[src/rtl/id_scoreboard_if.sv]
// Decode-stage scoreboard bus: ID handshake, operand reads, forward sources,
// retire/squash events and resolved operands.
interface id_scoreboard_if #(
    parameter int XLEN          = 32,
    parameter int REG_IDX_WIDTH = 5,
    parameter int FWD_PORTS     = 3,
    parameter int KILL_PORTS    = 2
);
    logic                                 id_valid_i;
    logic                                 id_ready_o;
    logic                                 ex_ready_i;
    logic                                 id_issue_o;
    logic [REG_IDX_WIDTH-1:0]             id_rs1_idx_i;
    logic                                 id_rs1_en_i;
    logic [REG_IDX_WIDTH-1:0]             id_rs2_idx_i;
    logic                                 id_rs2_en_i;
    logic [REG_IDX_WIDTH-1:0]             id_rd_idx_i;
    logic                                 id_rd_en_i;
    logic [XLEN-1:0]                      rs1_rdata_i;
    logic [XLEN-1:0]                      rs2_rdata_i;
    logic [FWD_PORTS-1:0]                 fwd_en_i;
    logic [FWD_PORTS*REG_IDX_WIDTH-1:0]   fwd_idx_i;
    logic [FWD_PORTS-1:0]                 fwd_vld_i;
    logic [FWD_PORTS*XLEN-1:0]            fwd_data_i;
    logic                                 wb_en_i;
    logic [REG_IDX_WIDTH-1:0]             wb_idx_i;
    logic [KILL_PORTS-1:0]                kill_en_i;
    logic [KILL_PORTS*REG_IDX_WIDTH-1:0]  kill_idx_i;
    logic [XLEN-1:0]                      id_rs1_rdata_o;
    logic [XLEN-1:0]                      id_rs2_rdata_o;
    logic                                 id_stall_o;
    logic                                 sb_err_o;
    logic [31:0]                          stall_cnt_o;

    modport master (
        output id_valid_i, ex_ready_i, id_rs1_idx_i, id_rs1_en_i, id_rs2_idx_i, id_rs2_en_i,
               id_rd_idx_i, id_rd_en_i, rs1_rdata_i, rs2_rdata_i, fwd_en_i, fwd_idx_i,
               fwd_vld_i, fwd_data_i, wb_en_i, wb_idx_i, kill_en_i, kill_idx_i,
        input  id_ready_o, id_issue_o, id_rs1_rdata_o, id_rs2_rdata_o, id_stall_o,
               sb_err_o, stall_cnt_o
    );

    modport slave (
        input  id_valid_i, ex_ready_i, id_rs1_idx_i, id_rs1_en_i, id_rs2_idx_i, id_rs2_en_i,
               id_rd_idx_i, id_rd_en_i, rs1_rdata_i, rs2_rdata_i, fwd_en_i, fwd_idx_i,
               fwd_vld_i, fwd_data_i, wb_en_i, wb_idx_i, kill_en_i, kill_idx_i,
        output id_ready_o, id_issue_o, id_rs1_rdata_o, id_rs2_rdata_o, id_stall_o,
               sb_err_o, stall_cnt_o
    );
endinterface

[src/rtl/id_scoreboard.sv]
// Decode-stage hazard unit: per-register pending-write counters, operand
// forwarding from FWD_PORTS sources (port 0 youngest, last port = WB),
// RAW stall generation and a saturating stall-cycle counter.
module id_scoreboard #(
    parameter int XLEN          = 32,
    parameter int REG_IDX_WIDTH = 5,
    parameter int FWD_PORTS     = 3,
    parameter int KILL_PORTS    = 2,
    parameter int CNT_WIDTH     = 2
) (
    input logic              clk,
    input logic              rst_n,
    id_scoreboard_if.slave   bus
);
    localparam int W    = REG_IDX_WIDTH;
    localparam int NREG = 2 ** REG_IDX_WIDTH;
    localparam int SW   = 16;  // wide enough for cnt + 1 and wb + all kill ports
    localparam logic [CNT_WIDTH-1:0] CNT_MAX = '1;

    logic [CNT_WIDTH-1:0] cnt_q [NREG];
    logic [CNT_WIDTH-1:0] cnt_d [NREG];
    logic                 err_q, err_d;
    logic [31:0]          stall_cnt_q;

    logic [FWD_PORTS-1:0]        fwd_en, fwd_vld;
    logic [FWD_PORTS*W-1:0]      fwd_idx;
    logic [FWD_PORTS*XLEN-1:0]   fwd_data;
    logic [XLEN:0]               rs1_res, rs2_res;
    logic                        rd_full, hazard, issue, stall;

    assign fwd_en   = bus.fwd_en_i;
    assign fwd_vld  = bus.fwd_vld_i;
    assign fwd_idx  = bus.fwd_idx_i;
    assign fwd_data = bus.fwd_data_i;

    // Returns {hazard, data}; the lowest-numbered matching source wins, an
    // unresolved in-flight producer (counter non-zero) stalls.
    function automatic logic [XLEN:0] resolve(input logic en, input logic [W-1:0] idx,
                                              input logic [XLEN-1:0] rf);
        logic            hit;
        logic            haz;
        logic [XLEN-1:0] data;
        hit  = 1'b0;
        haz  = 1'b0;
        data = rf;
        if (en && idx != '0) begin
            for (int i = 0; i < FWD_PORTS; i++) begin
                if (!hit && fwd_en[i] && fwd_idx[i*W +: W] == idx) begin
                    hit = 1'b1;
                    if (fwd_vld[i]) data = fwd_data[i*XLEN +: XLEN];
                    else            haz  = 1'b1;
                end
            end
            if (!hit && cnt_q[idx] != '0) haz = 1'b1;
        end
        return {haz, data};
    endfunction

    // Operand resolution, stall and issue handshake.
    always_comb begin
        rs1_res = resolve(bus.id_rs1_en_i, bus.id_rs1_idx_i, bus.rs1_rdata_i);
        rs2_res = resolve(bus.id_rs2_en_i, bus.id_rs2_idx_i, bus.rs2_rdata_i);
        rd_full = bus.id_rd_en_i && bus.id_rd_idx_i != '0 && cnt_q[bus.id_rd_idx_i] == CNT_MAX;
        hazard  = rs1_res[XLEN] | rs2_res[XLEN] | rd_full;
        stall   = bus.id_valid_i & hazard;
        issue   = bus.id_valid_i & bus.ex_ready_i & ~hazard;
    end

    assign bus.id_ready_o     = bus.ex_ready_i & ~hazard;
    assign bus.id_issue_o     = issue;
    assign bus.id_stall_o     = stall;
    assign bus.id_rs1_rdata_o = rs1_res[XLEN-1:0];
    assign bus.id_rs2_rdata_o = rs2_res[XLEN-1:0];
    assign bus.sb_err_o       = err_q;
    assign bus.stall_cnt_o    = stall_cnt_q;

    // Next pending count per register: add the issuing write, subtract all
    // retire/squash events together; an underflow clamps to 0 and flags error.
    always_comb begin
        logic [SW-1:0] sum;
        logic [SW-1:0] dec;
        sum      = '0;
        dec      = '0;
        err_d    = err_q;
        cnt_d[0] = '0;
        for (int r = 1; r < NREG; r++) begin
            sum = SW'(cnt_q[r]) + SW'(issue && bus.id_rd_en_i && bus.id_rd_idx_i == W'(r));
            dec = SW'(bus.wb_en_i && bus.wb_idx_i == W'(r));
            for (int k = 0; k < KILL_PORTS; k++)
                dec = dec + SW'(bus.kill_en_i[k] && bus.kill_idx_i[k*W +: W] == W'(r));
            if (dec > sum) begin
                cnt_d[r] = '0;
                err_d    = 1'b1;
            end else begin
                cnt_d[r] = CNT_WIDTH'(sum - dec);
            end
        end
    end

    // Pending counters, sticky error and saturating stall counter.
    always_ff @(posedge clk or negedge rst_n) begin
        if (!rst_n) begin
            for (int r = 0; r < NREG; r++) cnt_q[r] <= '0;
            err_q       <= 1'b0;
            stall_cnt_q <= '0;
        end else begin
            for (int r = 0; r < NREG; r++) cnt_q[r] <= cnt_d[r];
            err_q <= err_d;
            if (stall && stall_cnt_q != 32'hFFFF_FFFF) stall_cnt_q <= stall_cnt_q + 32'd1;
        end
    end
endmodule
[src/flat_wrapper.sv]
// flat-port wrapper written by rule: the top's interface ports become plain ports
module id_scoreboard_flat 
#(
    parameter int XLEN          = 32,
    parameter int REG_IDX_WIDTH = 5,
    parameter int FWD_PORTS     = 3,
    parameter int KILL_PORTS    = 2,
    parameter int CNT_WIDTH     = 2
)
  (clk, rst_n, bus_id_valid_i, bus_ex_ready_i, bus_id_rs1_idx_i, bus_id_rs1_en_i, bus_id_rs2_idx_i, bus_id_rs2_en_i, bus_id_rd_idx_i, bus_id_rd_en_i, bus_rs1_rdata_i, bus_rs2_rdata_i, bus_fwd_en_i, bus_fwd_idx_i, bus_fwd_vld_i, bus_fwd_data_i, bus_wb_en_i, bus_wb_idx_i, bus_kill_en_i, bus_kill_idx_i, bus_id_ready_o, bus_id_issue_o, bus_id_rs1_rdata_o, bus_id_rs2_rdata_o, bus_id_stall_o, bus_sb_err_o, bus_stall_cnt_o);
  id_scoreboard_if #(.XLEN(XLEN), .REG_IDX_WIDTH(REG_IDX_WIDTH), .FWD_PORTS(FWD_PORTS), .KILL_PORTS(KILL_PORTS)) bus_i ();
  input logic clk;
  input logic rst_n;
  input wire logic [$bits(bus_i.id_valid_i)-1:0] bus_id_valid_i;
  input wire logic [$bits(bus_i.ex_ready_i)-1:0] bus_ex_ready_i;
  input wire logic [$bits(bus_i.id_rs1_idx_i)-1:0] bus_id_rs1_idx_i;
  input wire logic [$bits(bus_i.id_rs1_en_i)-1:0] bus_id_rs1_en_i;
  input wire logic [$bits(bus_i.id_rs2_idx_i)-1:0] bus_id_rs2_idx_i;
  input wire logic [$bits(bus_i.id_rs2_en_i)-1:0] bus_id_rs2_en_i;
  input wire logic [$bits(bus_i.id_rd_idx_i)-1:0] bus_id_rd_idx_i;
  input wire logic [$bits(bus_i.id_rd_en_i)-1:0] bus_id_rd_en_i;
  input wire logic [$bits(bus_i.rs1_rdata_i)-1:0] bus_rs1_rdata_i;
  input wire logic [$bits(bus_i.rs2_rdata_i)-1:0] bus_rs2_rdata_i;
  input wire logic [$bits(bus_i.fwd_en_i)-1:0] bus_fwd_en_i;
  input wire logic [$bits(bus_i.fwd_idx_i)-1:0] bus_fwd_idx_i;
  input wire logic [$bits(bus_i.fwd_vld_i)-1:0] bus_fwd_vld_i;
  input wire logic [$bits(bus_i.fwd_data_i)-1:0] bus_fwd_data_i;
  input wire logic [$bits(bus_i.wb_en_i)-1:0] bus_wb_en_i;
  input wire logic [$bits(bus_i.wb_idx_i)-1:0] bus_wb_idx_i;
  input wire logic [$bits(bus_i.kill_en_i)-1:0] bus_kill_en_i;
  input wire logic [$bits(bus_i.kill_idx_i)-1:0] bus_kill_idx_i;
  output wire logic [$bits(bus_i.id_ready_o)-1:0] bus_id_ready_o;
  output wire logic [$bits(bus_i.id_issue_o)-1:0] bus_id_issue_o;
  output wire logic [$bits(bus_i.id_rs1_rdata_o)-1:0] bus_id_rs1_rdata_o;
  output wire logic [$bits(bus_i.id_rs2_rdata_o)-1:0] bus_id_rs2_rdata_o;
  output wire logic [$bits(bus_i.id_stall_o)-1:0] bus_id_stall_o;
  output wire logic [$bits(bus_i.sb_err_o)-1:0] bus_sb_err_o;
  output wire logic [$bits(bus_i.stall_cnt_o)-1:0] bus_stall_cnt_o;
  assign bus_i.id_valid_i = bus_id_valid_i;
  assign bus_i.ex_ready_i = bus_ex_ready_i;
  assign bus_i.id_rs1_idx_i = bus_id_rs1_idx_i;
  assign bus_i.id_rs1_en_i = bus_id_rs1_en_i;
  assign bus_i.id_rs2_idx_i = bus_id_rs2_idx_i;
  assign bus_i.id_rs2_en_i = bus_id_rs2_en_i;
  assign bus_i.id_rd_idx_i = bus_id_rd_idx_i;
  assign bus_i.id_rd_en_i = bus_id_rd_en_i;
  assign bus_i.rs1_rdata_i = bus_rs1_rdata_i;
  assign bus_i.rs2_rdata_i = bus_rs2_rdata_i;
  assign bus_i.fwd_en_i = bus_fwd_en_i;
  assign bus_i.fwd_idx_i = bus_fwd_idx_i;
  assign bus_i.fwd_vld_i = bus_fwd_vld_i;
  assign bus_i.fwd_data_i = bus_fwd_data_i;
  assign bus_i.wb_en_i = bus_wb_en_i;
  assign bus_i.wb_idx_i = bus_wb_idx_i;
  assign bus_i.kill_en_i = bus_kill_en_i;
  assign bus_i.kill_idx_i = bus_kill_idx_i;
  assign bus_id_ready_o = bus_i.id_ready_o;
  assign bus_id_issue_o = bus_i.id_issue_o;
  assign bus_id_rs1_rdata_o = bus_i.id_rs1_rdata_o;
  assign bus_id_rs2_rdata_o = bus_i.id_rs2_rdata_o;
  assign bus_id_stall_o = bus_i.id_stall_o;
  assign bus_sb_err_o = bus_i.sb_err_o;
  assign bus_stall_cnt_o = bus_i.stall_cnt_o;
  id_scoreboard #(.XLEN(XLEN), .REG_IDX_WIDTH(REG_IDX_WIDTH), .FWD_PORTS(FWD_PORTS), .KILL_PORTS(KILL_PORTS), .CNT_WIDTH(CNT_WIDTH)) u_core (.clk(clk), .rst_n(rst_n), .bus(bus_i));
endmodule
[config.mk]
export PLATFORM = sky130hd
export DESIGN_NAME = id_scoreboard_flat
export DESIGN_NICKNAME = d
export VERILOG_FILES = /design/src/rtl/id_scoreboard_if.sv /design/src/rtl/id_scoreboard.sv /design/src/flat_wrapper.sv
export SDC_FILE = /design/constraint.sdc
export NUM_CORES = 1
export LEC_CHECK = 0
export CAP_MARGIN = 20
export CORE_MARGIN = 8
export CORE_UTILIZATION = 45
export DETAILED_ROUTE_END_ITERATION = 8
export GPL_TIMING_DRIVEN = 0
export PLACE_DENSITY = 0.86
export SYNTH_ARGS = -nofsm -noshare
export SYNTH_HDL_FRONTEND = slang
export SYNTH_SLANG_ARGS = --single-unit
[constraint.sdc]
create_clock -name clk -period 8.8 [get_ports clk]
set_clock_uncertainty 0.2 [all_clocks]
set_input_delay 2.2 -clock clk [delete_from_list [all_inputs] [get_ports clk]]
set_output_delay 2.2 -clock clk [all_outputs]
set_load 0.03 [all_outputs]
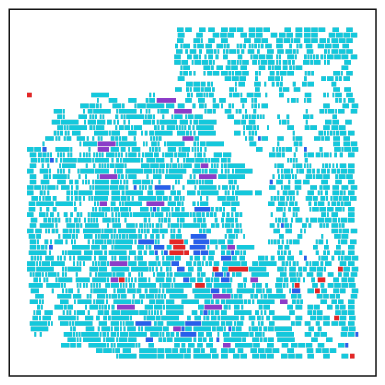
drive_strength.png
Drawn at 2 px/um.
cyan -> drive 1 or less  # cells 1901, share 96%
red -> drive 3 to 4  # cells 15, share 0.76%
purple -> drive 6 and up  # cells 20, share 1.0%
blue -> drive 2  # cells 41, share 2.1%
Signal buffers: 396
post-route design area: 0.0165 mm^2
Final WS setup: 0.325 ns
Layout area overhead: 31.9%

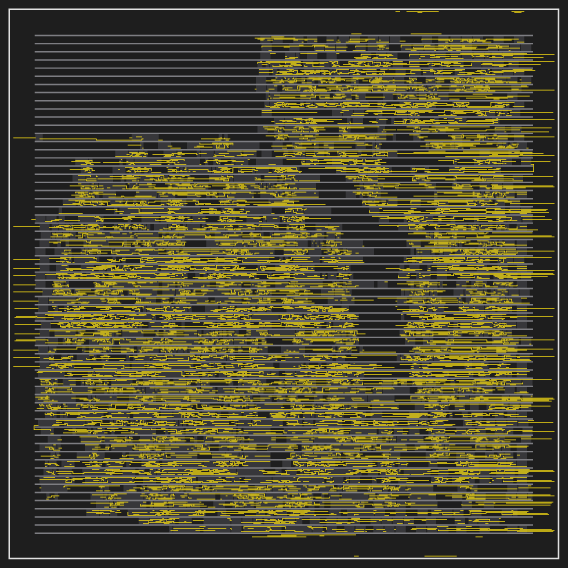
met1.png
Drawn at 3 px/um. Supply wires on this layer in gray. Cells faint in the background.
nets with wire on the layer = 2184
main direction = horizontal
share of all routed wire = 39%
wire length on this layer = 20.5 mm
longest straight run = 59.3 um
Routed WL: 52500 um
met1 Resource Use GR: 36.6%
via count: 14000

==> results.txt <==
impl run done, here's what came out: htree depth=3, flip-flops with a built-in enable=0, GR Util met2=around 51%, CTS tree=yes, Seq area share=14.4%, flops out of synthesis=approximately 95, Non-Filler Instances=2361, CTS buffer count=9, Ant. Diodes=6, Max stage delay on crit path=0.59 ns, Post-CTS Hold Buffers=0, R2R Path Start=u_core.cnt_q[9]$_DFF_PN0_, largest net degree at the start of global routing=54, PostCTS Resize Cnt=0, Gate power share=53.9%, I/O Pins=between 300 and 400, yosys warns=0, Power, Total=2.32 mW, # setup viols final=0, YS chip area=roughly 0.012 mm^2, Worst Hold Class=reg -> reg, Tightest Pin Transition=0.792 ns, WHS=0.292 ns, Antenna Nets Post-Route=0, cell count after synthesis=around 1600, GRT busiest layer=met2, hold path cells=1, Levels on crit path=11, vias in the first global route=13700, status=finished, final reports clean, r2r worst-path depth=20, worst vdd ir=approximately 0.00011 V, RSZ-0062 raised after global routing=no, clock-cell share of area=between 1.5 and 2%, ao+oa area frac=17.3%, Clock group=0.418 mW, Rel. slew slack=47.2%, MUX area fraction=about 7.3%, max FFs per register=62, Largest cell class=logic gates, Largest delay share family, worst path=buffers and inverters, first-pass detailed-route iteration total=6, Worst Path Buf+Inv=4, #MultiIn Comb=1327, final period utilization=96.3%, Core Area=between 0.02 and 0.03 mm^2, final hold vios=0, fraction of layout cells with a size suffix above 1=about 3.8%, Synth Net Count=2053, hold path endpoint=u_core.bus.stall_cnt_o[5]$_DFFE_PN0P_, most numerous logic cell after layout=nor2_1, Cell Type Count=~66, R2R Setup Slk=3.45 ns, Seq share, synth=19.0%, Worst-Skew Late Latency=0.38 ns, Pins Over Slew Limit=0, Worst Hold Launch=u_core.bus.stall_cnt_o[5]$_DFFE_PN0P_, DP HPWL=roughly 43000 um, WL met1=20500 um, leakage power total=7.21 nW, Max Freq=roughly 120 MHz, Die Y=183 um, DR vias/cell=between 5 and 6, total grt overflow=0, Crit-path slowest cell=clkdlybuf4s50_1, WL per Instance=22.2 um, Rows=61, pwr/cell area=141 mW/mm^2, switching fraction of total power=45.7%, CP Data Required Time=approximately 6.4 ns, # Cells Yosys=~1600, gpl congestion=0.964, chip width=about 180 um, P_comb=1.25 mW, RR Endpoint=u_core.bus.sb_err_o$_DFFE_PN0P_, n_taps=378, # DRC=0, Clock power frac=18.0%, Crit. Startpoint=bus_id_rs1_idx_i[0], Startpoint Class=input port, Basic Gates by Area=22.8%, max layer used=met5, Reg power frac=28.1%, CP endpoint=bus_id_stall_o, M3 GR Usage=approximately 5%, Top logic family=simple AND/OR/NAND/NOR gates, most frequent CP cell=clkdlybuf4s50_1, largest register by flop count=u_core.cnt_q
## synthesized netlist by cell type, types with 4 or more instances
library cell	number	area, um^2
nand3_1	38	190
fa_1	31	621
or4_1	4	30.0
o211ai_1	4	30.0
buf_2	14	70.1
mux4_2	9	203
mux2i_1	66	661
o21ai_0	75	375
dfrtp_1	95	2380
buf_1	5	18.8
a221oi_1	14	123
nor2_1	318	1190
o31ai_1	11	82.6
buf_6	5	56.3
and2_1	7	43.8
mux2_2	4	45.0
nand2_1	144	541
nor4_1	16	100
nand2b_1	9	56.3
nor2b_1	12	75.1
a22oi_1	10	75.1
inv_1	143	537
xor2_1	58	508
nand4_1	23	144
a21oi_1	126	631
nor3_1	22	110
clkbuf_1	51	191
a211oi_1	78	586
ha_1	156	1950
and3_1	13	81.3
buf_4	5	37.5
xnor2_1	23	201
Power is estimated from default activity; no workload was simulated.
